[src/rtl/mem_ctrl.sv]
// rtl/mem_ctrl.sv - byte-serialising memory controller arbitrating IF and MEM onto one RAM port
module mem_ctrl #(
  parameter int ADDR_W = 32
) (
  input  logic              clk,
  input  logic              rst,
  input  logic              if_req_i,
  input  logic [ADDR_W-1:0] if_addr_i,
  output logic [31:0]       if_data_o,
  output logic              if_done_o,
  input  logic              mem_req_i,
  input  logic              mem_we_i,
  input  logic [1:0]        mem_len_i,
  input  logic [ADDR_W-1:0] mem_addr_i,
  input  logic [31:0]       mem_wdata_i,
  output logic [31:0]       mem_rdata_o,
  output logic              mem_done_o,
  output logic              ram_we_o,
  output logic [ADDR_W-1:0] ram_a_o,
  output logic [7:0]        ram_dout_o,
  input  logic [7:0]        ram_din_i,
  output logic              busy_o
);

  typedef enum logic [1:0] {IDLE, RD, WR} state_t;

  state_t            state_q;
  logic [2:0]        cnt_q;
  logic [2:0]        len_q;
  logic [ADDR_W-1:0] addr_q;
  logic [31:0]       wdata_q;
  logic [31:0]       acc_q;
  logic              own_mem_q;

  logic              grant_mem;
  logic              grant_if;
  logic [2:0]        beat;
  logic [1:0]        rd_idx;
  logic              last;
  logic [ADDR_W-1:0] next_addr;
  logic [7:0]        wbyte;
  logic [31:0]       acc_d;
  logic [2:0]        mem_len_n;

  // A port in its done cycle is dropping its request, so it must not win again.
  assign grant_mem = mem_req_i && !mem_done_o;
  assign grant_if  = if_req_i && !if_done_o;

  // beat is the index of the edge being taken relative to the grant edge.
  assign beat      = cnt_q + 3'd1;
  assign rd_idx    = cnt_q[1:0] - 2'd1;
  assign last      = (beat == len_q + 3'd1);
  assign next_addr = addr_q + {{(ADDR_W-3){1'b0}}, beat};
  assign wbyte     = wdata_q[{beat[1:0], 3'b000} +: 8];
  assign mem_len_n = (mem_len_i == 2'd0) ? 3'd1 : (mem_len_i == 2'd1) ? 3'd2 : 3'd4;

  always_comb begin
    acc_d = acc_q;
    if (cnt_q != 3'd0) begin
      acc_d[{rd_idx, 3'b000} +: 8] = ram_din_i;
    end
  end

  always_ff @(posedge clk) begin
    if (rst) begin
      state_q     <= IDLE;
      cnt_q       <= 3'd0;
      len_q       <= 3'd0;
      addr_q      <= '0;
      wdata_q     <= 32'd0;
      acc_q       <= 32'd0;
      own_mem_q   <= 1'b0;
      if_data_o   <= 32'd0;
      if_done_o   <= 1'b0;
      mem_rdata_o <= 32'd0;
      mem_done_o  <= 1'b0;
      ram_we_o    <= 1'b0;
      ram_a_o     <= '0;
      ram_dout_o  <= 8'd0;
      busy_o      <= 1'b0;
    end else begin
      if_done_o  <= 1'b0;
      mem_done_o <= 1'b0;
      case (state_q)
        IDLE: begin
          if (grant_mem || grant_if) begin
            busy_o    <= 1'b1;
            cnt_q     <= 3'd0;
            acc_q     <= 32'd0;
            own_mem_q <= grant_mem;
            addr_q    <= grant_mem ? mem_addr_i : if_addr_i;
            ram_a_o   <= grant_mem ? mem_addr_i : if_addr_i;
            len_q     <= grant_mem ? mem_len_n : 3'd4;
            wdata_q   <= mem_wdata_i;
            if (grant_mem && mem_we_i) begin
              state_q    <= WR;
              ram_we_o   <= 1'b1;
              ram_dout_o <= mem_wdata_i[7:0];
            end else begin
              state_q <= RD;
            end
          end
        end
        RD: begin
          cnt_q   <= cnt_q + 3'd1;
          acc_q   <= acc_d;
          ram_a_o <= (beat < len_q) ? next_addr : '0;
          if (last) begin
            state_q <= IDLE;
            busy_o  <= 1'b0;
            if (own_mem_q) begin
              mem_rdata_o <= acc_d;
              mem_done_o  <= 1'b1;
            end else begin
              if_data_o <= acc_d;
              if_done_o <= 1'b1;
            end
          end
        end
        WR: begin
          cnt_q <= cnt_q + 3'd1;
          if (beat < len_q) begin
            ram_we_o   <= 1'b1;
            ram_a_o    <= next_addr;
            ram_dout_o <= wbyte;
          end else begin
            ram_we_o   <= 1'b0;
            ram_a_o    <= '0;
            ram_dout_o <= 8'd0;
          end
          if (last) begin
            state_q    <= IDLE;
            busy_o     <= 1'b0;
            mem_done_o <= 1'b1;
          end
        end
        default: state_q <= IDLE;
      endcase
    end
  end

endmodule

[config.mk]
export PLATFORM = sky130hd
export DESIGN_NAME = mem_ctrl
export DESIGN_NICKNAME = d
export VERILOG_FILES = /design/src/rtl/mem_ctrl.sv
export SDC_FILE = /design/constraint.sdc
export NUM_CORES = 1
export LEC_CHECK = 0
export CAP_MARGIN = 20
export CELL_PAD_IN_SITES_DETAIL_PLACEMENT = 0
export CELL_PAD_IN_SITES_GLOBAL_PLACEMENT = 1
export CORE_MARGIN = 2
export CORE_UTILIZATION = 25
export DETAILED_ROUTE_END_ITERATION = 16
export PLACE_DENSITY_LB_ADDON = 0.15
export SYNTH_ARGS = -nofsm -noshare
export SYNTH_HDL_FRONTEND = slang
export SYNTH_SLANG_ARGS = --single-unit
[constraint.sdc]
create_clock -name clk -period 3.1 [get_ports clk]
set_input_delay 0.465 -clock clk [delete_from_list [all_inputs] [get_ports clk]]
set_output_delay 0.465 -clock clk [all_outputs]
set_load 0.02 [all_outputs]
**Pin placement**

The bar under the picture is 50 µm long. Pins as bars across the die edge, other pins in grey.
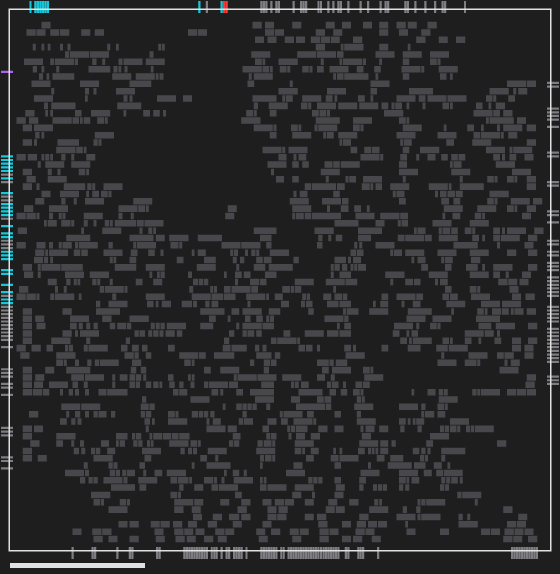
port	colour	pins	direction	edge
`mem_wdata_i`	cyan	32	input	23 west, 9 north
`clk`	purple	1	input	west
`mem_len_i`	red	2	input	north

**The metal 1 layer**

Supply wires on this layer in grey.
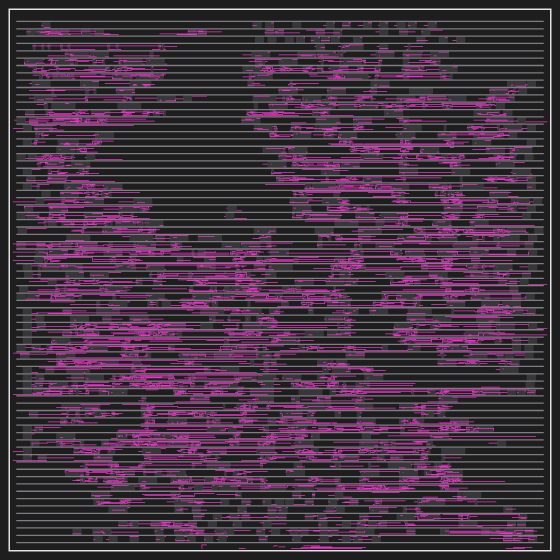
wire length on this layer	14900 µm
nets with wire on the layer	1278
main direction	horizontal
longest straight run	59.3 µm

**Metal 2**

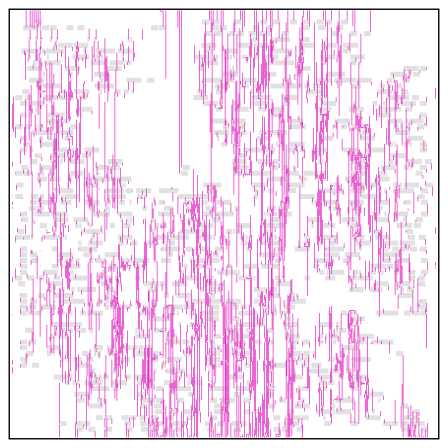
wire length on this layer	14500 µm
share of all routed wire	46%
main direction	vertical
nets with wire on the layer	1127

[per-stage QoR]
stage               setup WS [ps]   util
finish                        366  0.352
global route                  156  0.352
CTS                           328  0.352
detailed placement            366  0.329
global placement              414  0.329
floorplan                     111      -
[worst max-delay path: stages, from the launching register on]
cell	delay, ps
dfxtp_1	390
inv_1	110
ha_1	560
fa_1	310
a21oi_1	90
or4_1	400
buf_4	220
o31a_1	280
o21ai_0	160
a21oi_1	80
[report_power, final]
part / internal (W) / switching, W / total (W) / leakage, nW
Sequential: 0.00319 / 0.000334 / 0.00353 / 1.74
Clock: 0.00189 / 0.00120 / 0.00309 / 0.434
Combinational: 0.00139 / 0.00186 / 0.00325 / 2.51
==> flow_summary.ini <==
; implementation run metrics
[outcome]
status = finished, final reports clean

[cells_and_area]
drive_above_1_share = 0.0810
logic_gates = 786
n_antenna_cell = 0
lay_top_count = clkdlybuf4s50_1
fin_cells = 1820
comb-cell-share = 0.374
flops = 213
inverters_excl_clock = 12
most-common-layout-cells = clkdlybuf4s50_1, dfxtp_1, nor2_1
layout.nonclk_buf_frac = 0.188
signal_buffers = 252
nFillCells = 3928
clk_share = 0.0655
clockBufferCount = 38

[clocking]
h-tree-depth = 1
numClockSinks = 213
post_cts_buffers = 0
clkTransAtPathRegs_ps = 60
numCtsBuffers = 27
cts.path.max_buffers = 3
cts_tree = done
clock_tree.root_cell = clkbuf_16

[worst_setup_path]
r2r-start = cnt_q[1]
critPathCaptureType = flip-flop
r2r_cells = 9
worstSetupStartpointType = flip-flop
r2r_end = ram_a_o[30]

[grt]
antenna_found_initial = 1
use_met1 = 0.215
grt_pass1_vias = 8706
overflow = 0
grt_pass1_wl_um = 49700
met3_usage = 0.0299

[drt]
drtIter0Drc = 350
met3_length_um = 1680
drt.antenna.violating_nets = 0
m1WireLength_um = 14900

[final_timing]
tightest_slew_ps = 875
finalHoldViolations = 0
max_freq_mhz = 366
rsz0062_at_grt = no
final-setup-viol-count = 0
fin_tns_setup_ps = 0

[floorplan]
core_um2 = 37800
rows = 71
fp_util = 0.255
ios = 219

[placed_design]
place_inst = 1774
dp_hpwl_um = 22300

[run]
maxCapViolations = 0

[synthesis]
topCellsByArea = dfxtp_1, a211oi_1, nor2_1, mux2i_1, nand2_1
ff_type = dfxtp_1
adder_share = 0.0229
async_flop_share = 0
ys_area_um2 = 9610
synth_cell_type_count = 60
ys_sh_aoi = 0.230
synth_seq_share = 0.444
netlist_area_um2 = 9610
edf_count = 0
numSynthFlops = 213
logic_family = AND-OR/OR-AND gates

[hold_path]
hold_path_class = in2reg

[power]
peakVddDrop_uv = 429
Power and IR drop assume default switching activity.
